<file path="src/rtl/fetch_stage_pkg.sv">
// Shared pipeline definitions: instruction field positions, the canonical NOP
// and the fetch-stage state encoding.
package fetch_stage_pkg;

  localparam int OP_W  = 6;
  localparam int REG_W = 5;

  localparam int OP_HI = 31;
  localparam int OP_LO = 26;
  localparam int RS_HI = 25;
  localparam int RS_LO = 21;
  localparam int RT_HI = 20;
  localparam int RT_LO = 16;

  localparam logic [31:0] NOP_INSTR = 32'h0000_0000;

  typedef enum logic {
    BOOT = 1'b0,
    RUN  = 1'b1
  } fetch_state_t;

endpackage

</file>
<file path="src/rtl/sat_counter.sv">
// Up-counter that sticks at all-ones instead of wrapping.
module sat_counter #(
  parameter int W = 16
) (
  input  logic         clk,
  input  logic         rst_n,
  input  logic         inc,
  output logic [W-1:0] count
);

  logic [W-1:0] count_q;

  // NOTE: sequential state is written with non-blocking assignments only, so
  // every flop samples pre-edge values regardless of block ordering.
  always_ff @(posedge clk or negedge rst_n) begin
    if (!rst_n) begin
      count_q <= '0;
    end else if (inc && (count_q != '1)) begin
      count_q <= count_q + 1'b1;
    end
  end

  assign count = count_q;

endmodule

</file>
<file path="src/rtl/fetch_stage.sv">
// Instruction-fetch stage: PC register, synchronous IMEM addressing, IF/ID
// pipeline register and stall/flush performance counters.
module fetch_stage
  import fetch_stage_pkg::*;
#(
  parameter logic [31:0] RESET_PC = 32'h0000_0000,
  parameter int          CNT_W    = 16
) (
  input  logic             clk,
  input  logic             rst_n,
  input  logic             PC_WriteEn,
  input  logic             IFID_WriteEn,
  input  logic             Flush,
  input  logic [31:0]      Redirect_PC,
  output logic [31:0]      imem_addr,
  input  logic [31:0]      imem_rdata,
  output logic [31:0]      IFID_Instr,
  output logic [31:0]      IFID_PC4,
  output logic             IFID_Valid,
  output logic [OP_W-1:0]  ID_Op,
  output logic [REG_W-1:0] ID_rs,
  output logic [REG_W-1:0] ID_rt,
  output logic [CNT_W-1:0] stall_cnt,
  output logic [CNT_W-1:0] flush_cnt
);

  fetch_state_t state_q;
  logic [31:0]  pc_q, pc_d, pc_plus4;
  logic [31:0]  instr_q, instr_d;
  logic [31:0]  pc4_q, pc4_d;
  logic         valid_q, valid_d;
  logic         run, stall_inc, flush_inc;

  assign run       = (state_q == RUN);
  assign pc_plus4  = pc_q + 32'd4;
  assign stall_inc = run && !PC_WriteEn;
  assign flush_inc = run && Flush && PC_WriteEn;

  // IMEM latches pc_d on the same edge pc_q does, so imem_rdata always
  // belongs to pc_q; a held PC simply re-reads the same word.
  // NOTE: every combinational output gets a default first so no path can
  // leave it unassigned and infer a latch.
  always_comb begin
    pc_d = pc_q;
    if (run && PC_WriteEn) begin
      pc_d = Flush ? (Redirect_PC & 32'hFFFF_FFFC) : pc_plus4;
    end
  end

  always_comb begin
    instr_d = instr_q;
    pc4_d   = pc4_q;
    valid_d = valid_q;
    if (!run || (IFID_WriteEn && Flush && PC_WriteEn)) begin
      instr_d = NOP_INSTR;
      pc4_d   = 32'h0;
      valid_d = 1'b0;
    end else if (IFID_WriteEn) begin
      instr_d = imem_rdata;
      pc4_d   = pc_plus4;
      valid_d = 1'b1;
    end
  end

  always_ff @(posedge clk or negedge rst_n) begin
    if (!rst_n) begin
      state_q <= BOOT;
      pc_q    <= RESET_PC;
      instr_q <= NOP_INSTR;
      pc4_q   <= 32'h0;
      valid_q <= 1'b0;
    end else begin
      state_q <= RUN;
      pc_q    <= pc_d;
      instr_q <= instr_d;
      pc4_q   <= pc4_d;
      valid_q <= valid_d;
    end
  end

  assign imem_addr  = pc_d;
  assign IFID_Instr = instr_q;
  assign IFID_PC4   = pc4_q;
  assign IFID_Valid = valid_q;
  assign ID_Op      = instr_q[OP_HI:OP_LO];
  assign ID_rs      = instr_q[RS_HI:RS_LO];
  assign ID_rt      = instr_q[RT_HI:RT_LO];

  sat_counter #(.W(CNT_W)) u_stall_cnt (
    .clk   (clk),
    .rst_n (rst_n),
    .inc   (stall_inc),
    .count (stall_cnt)
  );

  sat_counter #(.W(CNT_W)) u_flush_cnt (
    .clk   (clk),
    .rst_n (rst_n),
    .inc   (flush_inc),
    .count (flush_cnt)
  );

endmodule

</file>
<file path="config.mk">
export PLATFORM = sky130hd
export DESIGN_NAME = fetch_stage
export DESIGN_NICKNAME = d
export VERILOG_FILES = /design/src/rtl/fetch_stage_pkg.sv /design/src/rtl/sat_counter.sv /design/src/rtl/fetch_stage.sv
export SDC_FILE = /design/constraint.sdc
export NUM_CORES = 1
export LEC_CHECK = 0
export ABC_AREA = 1
export CAP_MARGIN = 20
export CORE_MARGIN = 8
export CORE_UTILIZATION = 38
export CTS_CLUSTER_SIZE = 40
export DETAILED_ROUTE_END_ITERATION = 16
export PLACE_DENSITY = 0.68
export SLEW_MARGIN = 25
export SYNTH_ARGS = -nofsm -noshare
export SYNTH_HDL_FRONTEND = slang
export SYNTH_HIERARCHICAL = 1
export SYNTH_SLANG_ARGS = --single-unit
</file>
<file path="constraint.sdc">
create_clock -name clk -period 1.73 [get_ports clk]
set_input_delay 0.173 -clock clk [delete_from_list [all_inputs] [get_ports clk]]
set_output_delay 0.173 -clock clk [all_outputs]
set_load 0.02 [all_outputs]
</file>
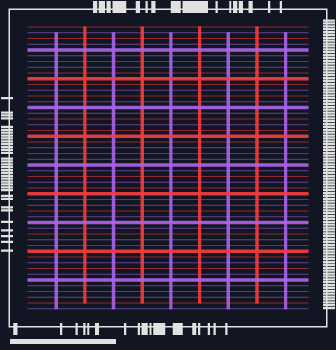
Fig. 1. PDN straps and rails (run 1).
Bar = 50 um. Pins as bars on the die edge.
[VDD] red
[VSS] purple
met4 straps: 9
met1 rails: 50

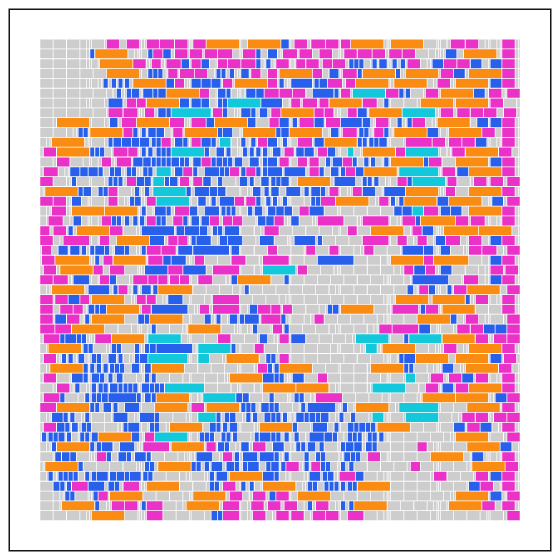
Fig. 2. Cell classes on the final placement (run 1).
Fill, decap, tap and diode cells in grey.
[other buffers and delay cells] magenta | cells: 360 | share of their area: 31%
[all other logic] blue | cells: 658 | share of their area: 34%
[clock drivers and dummy loads] cyan | cells: 32 | share of their area: 5.9%
[flops] orange | cells: 130 | share of their area: 29%
core area: 17700 sq um
post-route design area: 11500 sq um
FP Rows: 49
fraction of area in registers: 0.284

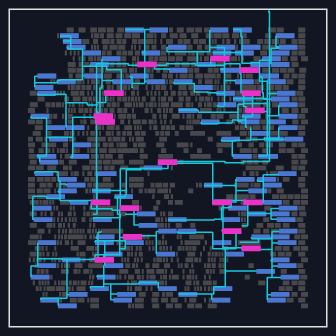
Fig. 3. Routed clock nets over the placement (run 1).
[clock wires] cyan | length: 2010 um
[cells driving clock nets] magenta | count: 17
[flip-flops] blue | count: 130
routed clock nets: 18
flops lie: widely spread

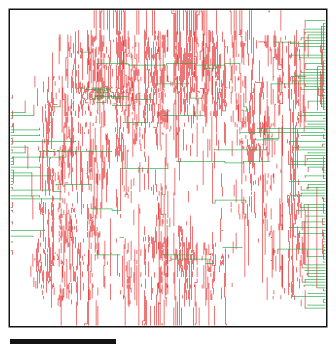
Fig. 4. Wiring by layer (run 1).
Bar = 50 um. Only two layers are drawn.
[met2] red | wire length: 10800 um
[met3] green | wire length: 1610 um
WL/cell: 16.7 um
routed vias: 6856

## run 1: layer usage
metal	global-route usage	wire (um)	vias to the layer above
met3	0.0463	1610	25
met1	0.267	10600	3280
met5	0	0	-
met2	0.319	10800	230
met4	0.0616	376	0
li1	-	-	3321
## run 1: how the worst max path moves through the flow
| stage | to | slack (ps) |
|---|---|---|
| 2_1_floorplan | pc_q[8] | 50 |
| 3_3_place_gp | imem_addr[8] | -550 |
| 3_5_place_dp | imem_addr[9] | -580 |
| 4_1_cts | imem_addr[25] | -440 |
| 5_1_grt | imem_addr[25] | -550 |
| 6_report | imem_addr[25] | -450 |
==> job_summary.md, run 1 <==
### Yosys + OpenROAD results

| Metric | Value |
|---|---|
| Endpoints failing setup | `33` |
| Adder share | `0.00554` |
| Worst setup margin | `-448 ps` |
| Post-route ant nets | `0` |
| Die X | `150 um` |
| Max-cap check violation count | `0` |
| Most frequent cell after synthesis | `nand2_1` |
| Layout Skew | `14.1 ps` |
| Final hold viol count | `0` |
| Clock Path Buffers | `2` |
| Min Tclk post-route | `2180 ps` |
| Global-route wire length before repair | `35500 um` |
| VDD IR max | `741 uV` |
| Setup slack, reg-to-reg | `-150 ps` |
| Power in sequential cells | `3.76 mW` |
| Failing checks | `negative setup slack` |
| Non-clock buffers, area share | `0.307` |
| Reg area | `3260 sq um` |
| Area grow syn2layout | `69.7%` |
| Cells after Synth | `829` |
| Fillcell total | `1452` |
| Number of global-route vias before repair | `6669` |
| Clock sink count | `130` |
| Die ar. | `22400 sq um` |
| FF-to-FF path depth | `14` |
| Post-synth top flop | `dfrtp_1` |
| First DRT Iteration DRCs | `287` |
| Post-route DRC | `0` |
| Final Total Pwr | `11.4 mW` |
| Footprint of the multi-input gates | `3560 sq um` |
| Synth cell types | `29` |
| Num CTS Buffers | `17` |
| Nonclk buf count | `360` |
| Placement Setup Slack | `-582 ps` |
| Peak Freq | `0.459 GHz` |
| Resize count post-CTS | `268` |
| Final core utilization | `0.649` |
| Net switching power | `3.60 mW` |
| CP top delay family | `simple AND/OR/NAND/NOR gates` |
| Chip Area, Yosys | `6770 sq um` |
| Status | `finished with violations` |
| Critical path type | `register to output pin` |
| Crit-path slowest cell | `dfrtp_1` |
| Tap cells | `229` |
| Clock group power | `4.11 mW` |
| Synth Cell Area | `6770 sq um` |
| Reg-to-Reg Start | `pc_q[2]` |
| Post-CTS setup buffers | `26` |
| WP data required | `1560 ps` |
| Layout cell share with drive strength beyond 1 | `0.313` |
| Critical path endpoint category | `output pin` |
| Reg-to-reg endpoint | `IFID_PC4[26]` |
| Final GP Congestion | `0.846` |
| Pwr dens | `994 nW/um^2` |
Fig. 5: run 1, clock nets
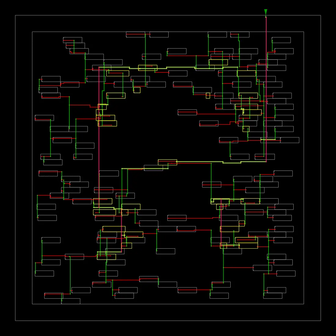

==> inputs of run 2 (changes only) <==
MAX_ROUTING_LAYER = met4   (was not set)
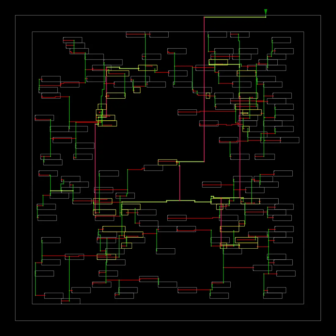
Fig. 6. Clock nets (run 2).
worst-skew pair later-pin latency: 420 ps
clock sink count: 130
Clock Buffer Count: 18

==> job_summary.md, run 2 <==
### Yosys + OpenROAD results

| Metric | Value |
|---|---|
| Status | `finished with violations` |
| Failing checks | `negative setup slack` |
| Max-cap check violation count | `0 (unchanged)` |
| Critical path endpoint category | `output pin` |
| Core area | `17700 sq um (unchanged)` |
| GRT busiest layer | `met2` |
| CP top delay family | `simple AND/OR/NAND/NOR gates` |
| Final GP Congestion | `0.859 (+1.5%)` |
| Clock Path Buffers | `2 (unchanged)` |
| CP most frequent cell | `nand2_2` |
| Worst setup margin | `-432 ps (+15.5 ps)` |
| Reg-to-Reg Start | `pc_q[2]` |
| Resize count post-CTS | `268 (unchanged)` |
| Post-route DRC | `0 (unchanged)` |
| Final Total Pwr | `11.4 mW (about the same)` |
| Endpoints failing setup | `33 (unchanged)` |
| Synth Cell Area | `6770 sq um (unchanged)` |
| Fillcell total | `1451 (-0.069%)` |
| FF-to-FF path depth | `14 (unchanged)` |
| Layout cell share with drive strength beyond 1 | `0.313 (unchanged)` |
| Routed length on met3 | `1500 um (-6.7%)` |
| Die ar. | `22400 sq um (unchanged)` |
| Num CTS Buffers | `17 (unchanged)` |
| Buf/Inv on CP | `2` |
| Post-route ant nets | `0 (unchanged)` |
| Clock group power | `4.11 mW (about the same)` |
| Grt met2 use | `0.318 (-0.000901)` |
| Post-route design area | `11500 sq um (+0.12%)` |
| DRT Pass-1 Iters | `5` |
| FP Rows | `49 (unchanged)` |
| Clk slew on worst S/H paths | `60 ps` |
| Simple-gate portion of the synthesized area | `0.304` |
| Top layer reached by signal wires | `met4` |
| WL met2 | `10800 um (about the same)` |
| Setup crit start kind | `register` |
| Cells after Synth | `829 (unchanged)` |
| Chip Area, Yosys | `6770 sq um (unchanged)` |
| Critical path type | `register to output pin` |
| Post-CTS setup buffers | `26 (unchanged)` |
| Adder share | `0.00554 (unchanged)` |
| Critical-path cell list | `buf_6 > nand2_4 > nor2_4 > nand2_4 > nor2_4 > nand2_1 > nand2_1 > nand2_2 > nand2_2 > nand2_2 > buf_6` |
| Peak Freq | `0.462 GHz (+0.72%)` |
| Commonest cells post-synth | `337 x nand2_1, 130 x dfrtp_1, 63 x nor2_1, 49 x inv_1, 34 x a22o_1` |
| Setup crit end | `imem_addr[25]` |
| Syn_area_per_cell | `8.17 sq um` |
| Routed vias | `6858 (+0.029%)` |
| Layout Skew | `8.36 ps (-5.69 ps)` |
| Met1 wire length | `10600 um (-0.43%)` |
| Post-synth top flop | `dfrtp_1` |
| Final hold viol count | `0 (unchanged)` |
| Crit-path slowest cell | `dfrtp_1` |
| Min Tclk post-route | `2160 ps (-15.5 ps)` |
| Area grow syn2layout | `69.9%` |
| First DRT Iteration DRCs | `347 (+21%)` |
| Power in sequential cells | `3.77 mW (about the same)` |
| Net switching power | `3.60 mW (about the same)` |
| VDD IR max | `733 uV (-1.1%)` |
| Pwr dens | `994 nW/um^2 (about the same)` |
| Reg-to-reg endpoint | `IFID_PC4[26]` |
| Most frequent cell after synthesis | `nand2_1` |
| Met1 Use GR | `0.271 (+0.00414)` |
| Grt met3 use | `0.0354 (-0.0109)` |
| Layout Cells excl Fill | `1409` |
| Number of global-route vias before repair | `6669 (unchanged)` |
| Setup slack, reg-to-reg | `-150 ps (about the same)` |
| Global-route wire length before repair | `35500 um (unchanged)` |
| Die X | `150 um (unchanged)` |
| WP data required | `1560 ps (about the same)` |
| Synth cell types | `29 (unchanged)` |
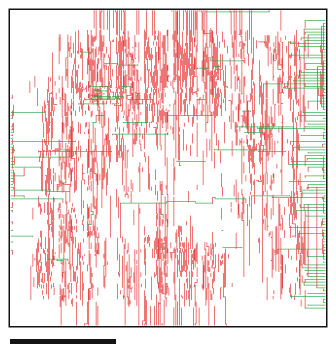
Fig. 7. Wiring by layer (run 2).
Bar = 50 um. Only two layers are drawn.
[met2] red | wire length: 10800 um
[met3] green | wire length: 1500 um
WL/cell: 16.6 um
wirelength, routed: 23400 um

## run 2: area by class of cell
cell class	instances	area (sq um)	area share
Multi-Input combinational cell	606	3560	0.309
Timing Repair Buffer	360	3530	0.307
Sequential cell	130	3260	0.283
Clock buffer	18	439	0.0382
Tap cell	229	287	0.0249
Clock inverter	14	226	0.0197
Inverter	52	203	0.0176
## run 2: worst reg2reg max path: cells and delay by family (launching register included)
kind	cells	cell delay (ps)
simple gates	9	760
fa+ha+maj	1	180
flops	1	420
buf+inv	4	420
## run 2: through the flow
stage	setup slack [ps]	util	setup TNS [ps]
2_1_floorplan	48.3	-	0
6_report	-432	0.649	-10310
4_1_cts	-442	0.623	-9650
3_5_place_dp	-582	0.555	-19070
5_1_grt	-547	0.649	-13870
3_3_place_gp	-554	0.555	-17880
Fig. 8: run 2, PDN straps and rails
Bar = 50 um. Pins as bars on the die edge.
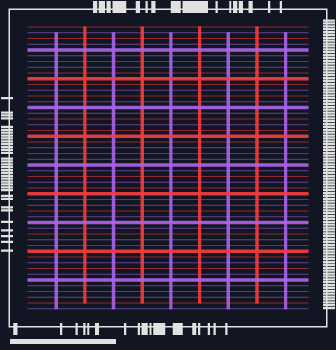

==> inputs of run 3 (changes only) <==
==> constraint.sdc (replaced) <==
create_clock -name clk -period 1.73 [get_ports clk]
set_input_delay 0.2595 -clock clk [delete_from_list [all_inputs] [get_ports clk]]
set_output_delay 0.2595 -clock clk [all_outputs]
set_load 0.02 [all_outputs]
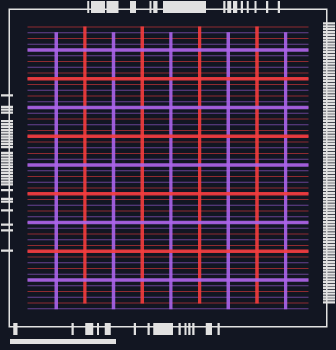
Fig. 9. PDN straps and rails (run 3).
Bar = 50 um. Pins as bars on the die edge.
[VDD] red
[VSS] purple
signal pins: 214
met4 straps: 9
met1 rails: 50
rows: 49

==> job_summary.md, run 3 <==
### Yosys + OpenROAD results

| Metric | Value |
|---|---|
| Post-synth top flop | `dfrtp_1` |
| Synth Cell Area | `6770 sq um (unchanged)` |
| Final core utilization | `0.645 (-0.00452)` |
| Met1 wire length | `10700 um (+1.2%)` |
| Sum Neg Setup Slack | `-12950 ps (-2650 ps)` |
| Setup crit start kind | `register` |
| Worst setup margin | `-545 ps (-113 ps)` |
| DRT Pass-1 Iters | `7 (+2)` |
| FP Rows | `49 (unchanged)` |
| Most frequent cell after synthesis | `nand2_1` |
| Buf/Inv on CP | `4 (+2)` |
| Routed vias | `6888 (+0.44%)` |
| Net switching power | `3.56 mW (-1.1%)` |
| Worst-skew pair later-pin latency | `410 ps (about the same)` |
| Final GP Congestion | `0.866 (+0.80%)` |
| Endpoints failing setup | `30 (-9.1%)` |
| Grt met2 use | `0.333 (+0.0142)` |
| Fillcell total | `1447 (-0.28%)` |
| Wirelength, routed | `24200 um (+3.5%)` |
| Clock group power | `3.44 mW (-16%)` |
| Die ar. | `22400 sq um (unchanged)` |
| Synth cell types | `29 (unchanged)` |
| Reg-to-reg endpoint | `IFID_PC4[26]` |
| Core area | `17700 sq um (unchanged)` |
| Critical-path cell list | `buf_6 > inv_2 > nor2_4 > nand2_4 > buf_12 > nor2_4 > xor2_1 > nand2_1 > nand2_2 > buf_6` |
| Pwr dens | `930 nW/um^2 (-6.4%)` |
| Critical path type | `register to output pin` |
| Final Total Pwr | `10.6 mW (-7.0%)` |
| Post-route ant nets | `0 (unchanged)` |
| Chip Area, Yosys | `6770 sq um (unchanged)` |
| Final hold viol count | `0 (unchanged)` |
| Reg-to-Reg Start | `pc_q[2]` |
| Setup slack, reg-to-reg | `10 ps (+160 ps)` |
| WP data required | `1470 ps (-90 ps)` |
| Crit-path slowest cell | `dfrtp_1` |
| Peak Freq | `0.439 GHz (-5.0%)` |
| Critical path endpoint category | `output pin` |
| Failing checks | `negative setup slack` |
| Clock sink count | `130 (unchanged)` |
| Top layer reached by signal wires | `met4` |
| VDD IR max | `681 uV (-7.1%)` |
| Syn_area_per_cell | `8.17 sq um (unchanged)` |
| First DRT Iteration DRCs | `352 (+1.4%)` |
| Min Tclk post-route | `2280 ps (+113 ps)` |
| Adder share | `0.00554 (unchanged)` |
| Clk slew on worst S/H paths | `60 ps (about the same)` |
| Max-cap check violation count | `0 (unchanged)` |
| Reg area | `3260 sq um (about the same)` |
| Cells after Synth | `829 (unchanged)` |
| Clock Path Buffers | `2 (unchanged)` |
| Power in sequential cells | `3.78 mW (about the same)` |
| Worst Path Max Fanout | `3` |
| FF-to-FF path depth | `12 (-2)` |
| Simple-gate portion of the synthesized area | `0.304 (unchanged)` |
| Status | `finished with violations` |
| Routed length on met3 | `1420 um (-5.7%)` |
| Post-CTS setup buffers | `36 (+38%)` |
| Global-route wire length before repair | `36900 um (+3.9%)` |
| WL/cell | `17.1 um (+3.3%)` |
| WL met2 | `11500 um (+5.9%)` |
| Number of global-route vias before repair | `6843 (+2.6%)` |
| Met1 Use GR | `0.276 (+0.00419)` |
| Die X | `150 um (unchanged)` |
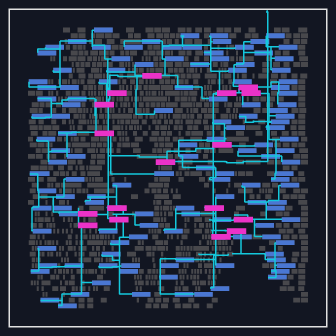
Fig. 10. Routed clock nets over the placement (run 3).
[flip-flops] blue | count: 130
[clock wires] cyan | length: 1910 um
[cells driving clock nets] magenta | count: 17
flops lie: widely spread
routed clock nets: 18
Layout Skew: 10.6 ps
clock power share: 0.324

## run 3: cell counts after synthesis
Identical to the previous run, type by type.
## run 3: how the worst max path moves through the flow
stage               start  cells past startpoint            end  slack [ps]
2_1_floorplan     pc_q[2]                      6  imem_addr[12]         -10
3_3_place_gp   PC_WriteEn                      9   imem_addr[7]        -630
3_5_place_dp   PC_WriteEn                      9   imem_addr[5]        -650
4_1_cts          pc_q[13]                     11  imem_addr[31]        -500
5_1_grt           pc_q[2]                     10  imem_addr[22]        -660
6_report          pc_q[2]                     10  imem_addr[13]        -550
## run 3: cell type report
type | instances | area share
flip-flops and latches | 130 | 0.285
well taps | 229 | 0.0251
clock inverters | 14 | 0.0115
repair buffers | 362 | 0.313
inverters | 52 | 0.0175
multi-input cells | 606 | 0.311
clock buffers | 18 | 0.0376
Power is estimated from default activity; no workload was simulated.
